--- src/rtl/sorted_stream_merger.sv ---
// sorted_stream_merger
//
// Merges two packets, each already sorted, into one sorted output packet.
// A and B each arrive on their own valid/ready stream, and the merged words
// leave on a registered valid/ready stream. The merge order is chosen per
// packet by 'dir' (0 = ascending, 1 = descending). It is captured while the
// block is idle and held for the rest of the packet.
//
// Ports:
//   clk                      rising-edge clock
//   rst                      synchronous, active-low reset
//   dir                      merge order, sampled only while idle
//   a_data/a_valid/a_last    stream A input word, its qualifier and its
//                            end-of-packet marker
//   a_ready                  stream A word accepted when a_valid && a_ready
//   b_data/b_valid/b_last    stream B input word, its qualifier and its
//                            end-of-packet marker
//   b_ready                  stream B word accepted when b_valid && b_ready
//   m_data/m_valid/m_last    merged output word (registered), its qualifier
//                            and its end-of-packet marker
//   m_ready                  downstream accepts when m_valid && m_ready
//   busy                     high whenever a packet is in progress
//   err                      sticky flag: an input stream arrived out of order
module sorted_stream_merger #(
  parameter int WIDTH = 32
) (
  input  logic             clk,
  input  logic             rst,
  input  logic             dir,
  input  logic [WIDTH-1:0] a_data,
  input  logic             a_valid,
  input  logic             a_last,
  output logic             a_ready,
  input  logic [WIDTH-1:0] b_data,
  input  logic             b_valid,
  input  logic             b_last,
  output logic             b_ready,
  output logic [WIDTH-1:0] m_data,
  output logic             m_valid,
  output logic             m_last,
  input  logic             m_ready,
  output logic             busy,
  output logic             err
);

  typedef enum logic [1:0] {
    IDLE,
    MERGE,
    DRAIN_A,
    DRAIN_B
  } state_e;

  state_e           state_q, state_d;
  logic             dir_q;
  logic [WIDTH-1:0] m_data_q, m_data_d;
  logic             m_valid_q, m_valid_d;
  logic             m_last_q, m_last_d;
  logic             err_q, err_d;
  logic [WIDTH-1:0] prev_a_q, prev_b_q;
  logic             have_a_q, have_b_q;

  logic             load_en;
  logic             both_valid;
  logic             pick_a;
  logic             a_acc, b_acc;
  logic             a_bad, b_bad;

  // The output register can take a new word when it is empty, or when its
  // current word leaves on this same edge.
  assign load_en    = !m_valid_q || m_ready;
  assign both_valid = a_valid && b_valid;

  // The comparison includes equality, so on a tie A wins in both directions.
  assign pick_a = dir_q ? (a_data >= b_data) : (a_data <= b_data);

  assign a_acc = a_valid && a_ready;
  assign b_acc = b_valid && b_ready;

  // A word is out of order when it moves against the packet's direction,
  // compared with the previous word accepted from the same side. The first
  // word of each side is not checked, because have_x_q is still clear.
  assign a_bad = have_a_q && (dir_q ? (a_data > prev_a_q) : (a_data < prev_a_q));
  assign b_bad = have_b_q && (dir_q ? (b_data > prev_b_q) : (b_data < prev_b_q));

  // State register.
  always_ff @(posedge clk) begin
    if (!rst) begin
      state_q <= IDLE;
    end else begin
      state_q <= state_d;
    end
  end

  // Next-state logic. When a side's last word is consumed during MERGE, the
  // block moves to draining the other side. Leaving a drain state ends the
  // packet.
  always_comb begin
    state_d = state_q;
    case (state_q)
      IDLE: begin
        if (both_valid) begin
          state_d = MERGE;
        end
      end
      MERGE: begin
        if (a_acc && a_last) begin
          state_d = DRAIN_B;
        end else if (b_acc && b_last) begin
          state_d = DRAIN_A;
        end
      end
      DRAIN_A: begin
        if (a_acc && a_last) begin
          state_d = IDLE;
        end
      end
      DRAIN_B: begin
        if (b_acc && b_last) begin
          state_d = IDLE;
        end
      end
      default: state_d = IDLE;
    endcase
  end

  // Output logic for the handshakes. During MERGE only the side that wins
  // the comparison is offered a ready, and only when both words are present
  // to compare. Both readies are held low while reset is asserted.
  always_comb begin
    a_ready = 1'b0;
    b_ready = 1'b0;
    case (state_q)
      MERGE: begin
        if (both_valid && load_en) begin
          a_ready = pick_a;
          b_ready = !pick_a;
        end
      end
      DRAIN_A: a_ready = load_en;
      DRAIN_B: b_ready = load_en;
      default: begin
        a_ready = 1'b0;
        b_ready = 1'b0;
      end
    endcase
    if (!rst) begin
      a_ready = 1'b0;
      b_ready = 1'b0;
    end
  end

  assign busy = (state_q != IDLE);

  // Next value of the output register. The merged packet's last flag comes
  // only from the side being drained. A last flag seen during MERGE only
  // starts the drain.
  always_comb begin
    m_data_d  = m_data_q;
    m_valid_d = m_valid_q;
    m_last_d  = m_last_q;
    if (load_en) begin
      m_valid_d = a_acc || b_acc;
      m_last_d  = ((state_q == DRAIN_A) && a_acc && a_last) ||
                  ((state_q == DRAIN_B) && b_acc && b_last);
      if (a_acc) begin
        m_data_d = a_data;
      end else if (b_acc) begin
        m_data_d = b_data;
      end
    end
  end

  // The error flag is sticky. Only reset clears it.
  always_comb begin
    err_d = err_q;
    if ((a_acc && a_bad) || (b_acc && b_bad)) begin
      err_d = 1'b1;
    end
  end

  // Output register, direction capture and error flag.
  always_ff @(posedge clk) begin
    if (!rst) begin
      m_data_q  <= '0;
      m_valid_q <= 1'b0;
      m_last_q  <= 1'b0;
      dir_q     <= 1'b0;
      err_q     <= 1'b0;
    end else begin
      m_data_q  <= m_data_d;
      m_valid_q <= m_valid_d;
      m_last_q  <= m_last_d;
      err_q     <= err_d;
      if (state_q == IDLE) begin
        dir_q <= dir;
      end
    end
  end

  // Records the previous word accepted from each side. These records are
  // cleared while idle, so every packet starts with no history on either
  // side.
  always_ff @(posedge clk) begin
    if (!rst) begin
      prev_a_q <= '0;
      prev_b_q <= '0;
      have_a_q <= 1'b0;
      have_b_q <= 1'b0;
    end else if (state_q == IDLE) begin
      have_a_q <= 1'b0;
      have_b_q <= 1'b0;
    end else begin
      if (a_acc) begin
        prev_a_q <= a_data;
        have_a_q <= 1'b1;
      end
      if (b_acc) begin
        prev_b_q <= b_data;
        have_b_q <= 1'b1;
      end
    end
  end

  assign m_data  = m_data_q;
  assign m_valid = m_valid_q;
  assign m_last  = m_last_q;
  assign err     = err_q;

endmodule
--- config.mk ---
export PLATFORM = sky130hd
export DESIGN_NAME = sorted_stream_merger
export DESIGN_NICKNAME = d
export VERILOG_FILES = /design/src/rtl/sorted_stream_merger.sv
export SDC_FILE = /design/constraint.sdc
export NUM_CORES = 1
export LEC_CHECK = 0
export CAP_MARGIN = 20
export CORE_ASPECT_RATIO = 0.5
export CORE_MARGIN = 5
export CORE_UTILIZATION = 40
export CTS_BUF_LIST = sky130_fd_sc_hd__clkbuf_4
export DETAILED_ROUTE_END_ITERATION = 6
export PLACE_DENSITY_LB_ADDON = 0.05
export SKIP_CTS_REPAIR_TIMING = 1
export SYNTH_ARGS = -nofsm -noshare
export SYNTH_HDL_FRONTEND = slang
export SYNTH_SLANG_ARGS = --single-unit
--- constraint.sdc ---
create_clock -name clk -period 3.47 [get_ports clk]
set_clock_uncertainty 0.2 [all_clocks]
set_input_delay 0.347 -clock clk [delete_from_list [all_inputs] [get_ports clk]]
set_output_delay 0.347 -clock clk [all_outputs]
set_load 0.005 [all_outputs]
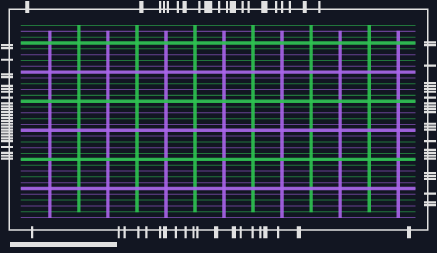
(images/power_grid.png)
Bar = 50 um. Pins as bars on the die edge.
legend:
  green:
    net: VDD
  purple:
    net: VSS
signal pins: 110
met4 straps: 13
met1 rails: 34

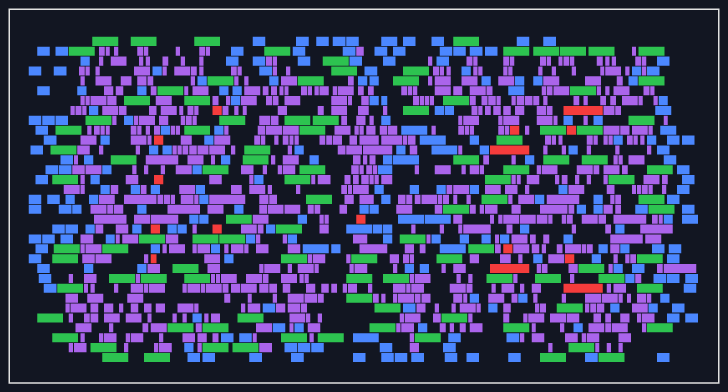
(images/placement_by_type.png)
legend:
  purple:
    class: combinational and other logic
    cells: 692
    share_of_their_area: 51%
  red:
    class: clock drivers and dummy loads
    cells: 15
    share_of_their_area: 2.2%
  blue:
    class: other buffers and delay cells
    cells: 237
    share_of_their_area: 24%
  green:
    class: flops
    cells: 104
    share_of_their_area: 23%

==> impl_metrics.csv <==
group,metric,value,unit
routing,via_per_inst,4.95,
logic_synthesis,yosysTopAreaCell,"dfxtp_1",
logic_synthesis,synthArstFlopShare,0,%
job,tool_warnings,30,
logic_synthesis,synth.logic.top_family,"AND-OR/OR-AND gates",
worst_hold_path,hold_depth,4,
logic_synthesis,yosysCellCount,831,
floorplanning,initial_core_util,41.3,%
routing,route.detailed.drc,0,
cells_and_area,nNetsFinal,1217,
sta,finalMaxSlewViolations,0,
sta,finalHoldViolCount,0,
logic_synthesis,ys_sh_xor,0,%
cells_and_area,utilization,57.2,%
logic_synthesis,syn_avg_cell_area,8.23,um2
power_and_ir_drop,pwr-share-seq,43.3,%
placement,placed_area,9060,um2
routing,dr_total_vias,6310,
placement,dp_hpwl,15500,um
clock_network,cts.sinks,104,
grt,grt_pass1_vias,6283,
logic_synthesis,synth.most_common_cell,"inv_1",
grt,grt_pass1_wl,31700,um
logic_synthesis,ys_area,6840,um2
critical_path,worst_r2r_path_depth,13,
sta,slew_headroom,69.1,%
power_and_ir_drop,combPwrFrac,26.9,%
clock_network,cts-htree-levels,3,
sta,clock.fmax,293,MHz
floorplanning,rows,33,
critical_path,startpoint_type,"input port",
logic_synthesis,netlist_area,6840,um2
grt,grt_antenna_before_repair,1,
critical_path,crit_path_end_kind,"primary output",
logic_synthesis,synth_cell_types,55,
worst_hold_path,min_path_type,"in -> reg",
sta,finalSetupViolations,0,
cells_and_area,area_delta_synth_final,38.5,%
power_and_ir_drop,internal_power,2.05,mW
critical_path,worst-setup-path-type,"in -> out",
power_and_ir_drop,powerComb,0.776,mW
clock_network,cts_buffers,9,
logic_synthesis,synth_adder_area_share,18.5,%
floorplanning,coreArea,16600,um2
routing,dr.pass1.iters,4,
clock_network,cts_tree,"built",
power_and_ir_drop,irDropWorstVdd,0.000171,V
grt,track_usage,19.8,%
power_and_ir_drop,pg_seq,1.25,mW
clock_network,cts_root_buffer,"clkbuf_4",
placement,place_congestion,0.936,
logic_synthesis,postSynthSeqShare,30.4,%
clock_network,clk_pin_slew,150,ps
floorplanning,dieHeight,102,um
critical_path,worstPathArrival,2870,ps
placement,port-buffer-count,109,
cells_and_area,layout_top_cell,"buf_4",
routing,wire_per_inst,15.4,um
routing,drt_iter0_markers,290,
power_and_ir_drop,switching_share,28.8,%
critical_path,path_max_fanout,4,
cells_and_area,fillers,1595,
clock_network,clk_path_buf_depth,2,
logic_synthesis,synthAoiAreaFrac,20.2,%
logic_synthesis,ys_sh_mux,5.18,%
cells_and_area,final_area,9480,um2
power_and_ir_drop,p_per_area,304,nW/um2
status,run_status,"finished, final reports clean",
logic_synthesis,synth.top_cell.area_share,30.4,%
logic_synthesis,yosysWarnings,0,
sta,period_needed,3410,ps
floorplanning,dieWidth,195,um
logic_synthesis,ys.flop_type,"dfxtp_1",
logic_synthesis,syn_inst,831,
power_and_ir_drop,powerClk,0.858,mW
logic_synthesis,ys.flops,104,
floorplanning,dieArea,20000,um2
sta,post-route-period-util,98.4,%
grt,grt_max_degree,49,
floorplanning,ios,110,
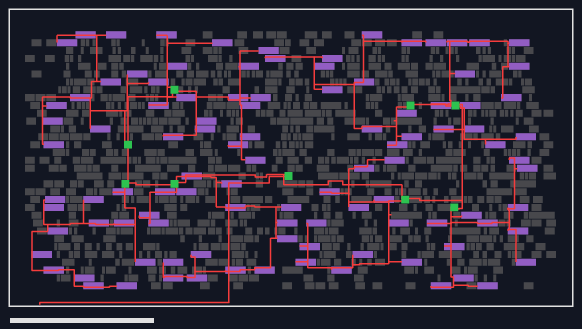
(images/clk_routes.png)
Bar = 50 um.
legend:
  purple:
    item: flip-flops
    count: 104
  green:
    item: clock drivers
    count: 9
  red:
    item: clock wires
    length: 1520 um
flops lie: widely spread
routed clock nets: 10

==> stage by stage <==
| step | std cells | setup slack [ps] | setup TNS (ps) | hold WS (ps) |
|---|---|---|---|---|
| 6_report | 1275 | 55.7 | 0 | 72.1 |
| 4_1_cts | 1272 | -248 | -470 | 260 |
| 5_1_grt | 1275 | -1.11 | -1.11 | 36.3 |
| 3_3_place_gp | 1257 | -251 | -13750 | 242 |
| 2_1_floorplan | 831 | 680 | 0 | 236 |
| 3_5_place_dp | 1257 | -288 | -14680 | 246 |
==> cell type report <==
class                      instances  area, um2  share of cell area (%)
clock buffer                       9       67.6                   0.713
sequential                       104       2080                    22.0
tap                              227        284                    3.00
timing repair buffer             237       2190                    23.1
inverter                         106        398                    4.20
clock inverter                     6        133                    1.40
multi-input combinational        586       4320                    45.6
==> sequential cells by signal, summed over array words and instances (netlist names) <==
register,cells
m_data,32
prev_a_q,32
prev_b_q,32
state_q,2
dir_q,1
err,1
have_a_q,1
have_b_q,1
m_last,1
m_valid,1
==> worst paths after layout <==
kind / startpoint / endpoint / slack, ps
worst min-delay path: b_data[26] / prev_b_q[26] / 70
worst max register to register: state_q[1] / m_data[15] / 610
worst min register to register: prev_b_q[24] / prev_b_q[24] / 260
worst max-delay path: b_data[15] / a_ready / 60
==> routing by layer <==
metal / GRT usage (%) / share of wire, %
met1: 26.3 / 49
met4: 3.49 / 0.95
met5: 0 / 0.036
met2: 33.8 / 46
met3: 4.58 / 4.3
==> critical path: stages <==
cell,delay (ps)
clkdlybuf4s50_1,520
inv_1,80
ha_1,330
nand4_4,140
nor2_1,60
a221o_1,320
o31a_1,370
or3_4,390
nand3_1,80
nor2_1,70
dlymetal6s2s_1,150
Power is estimated from default activity; no workload was simulated.
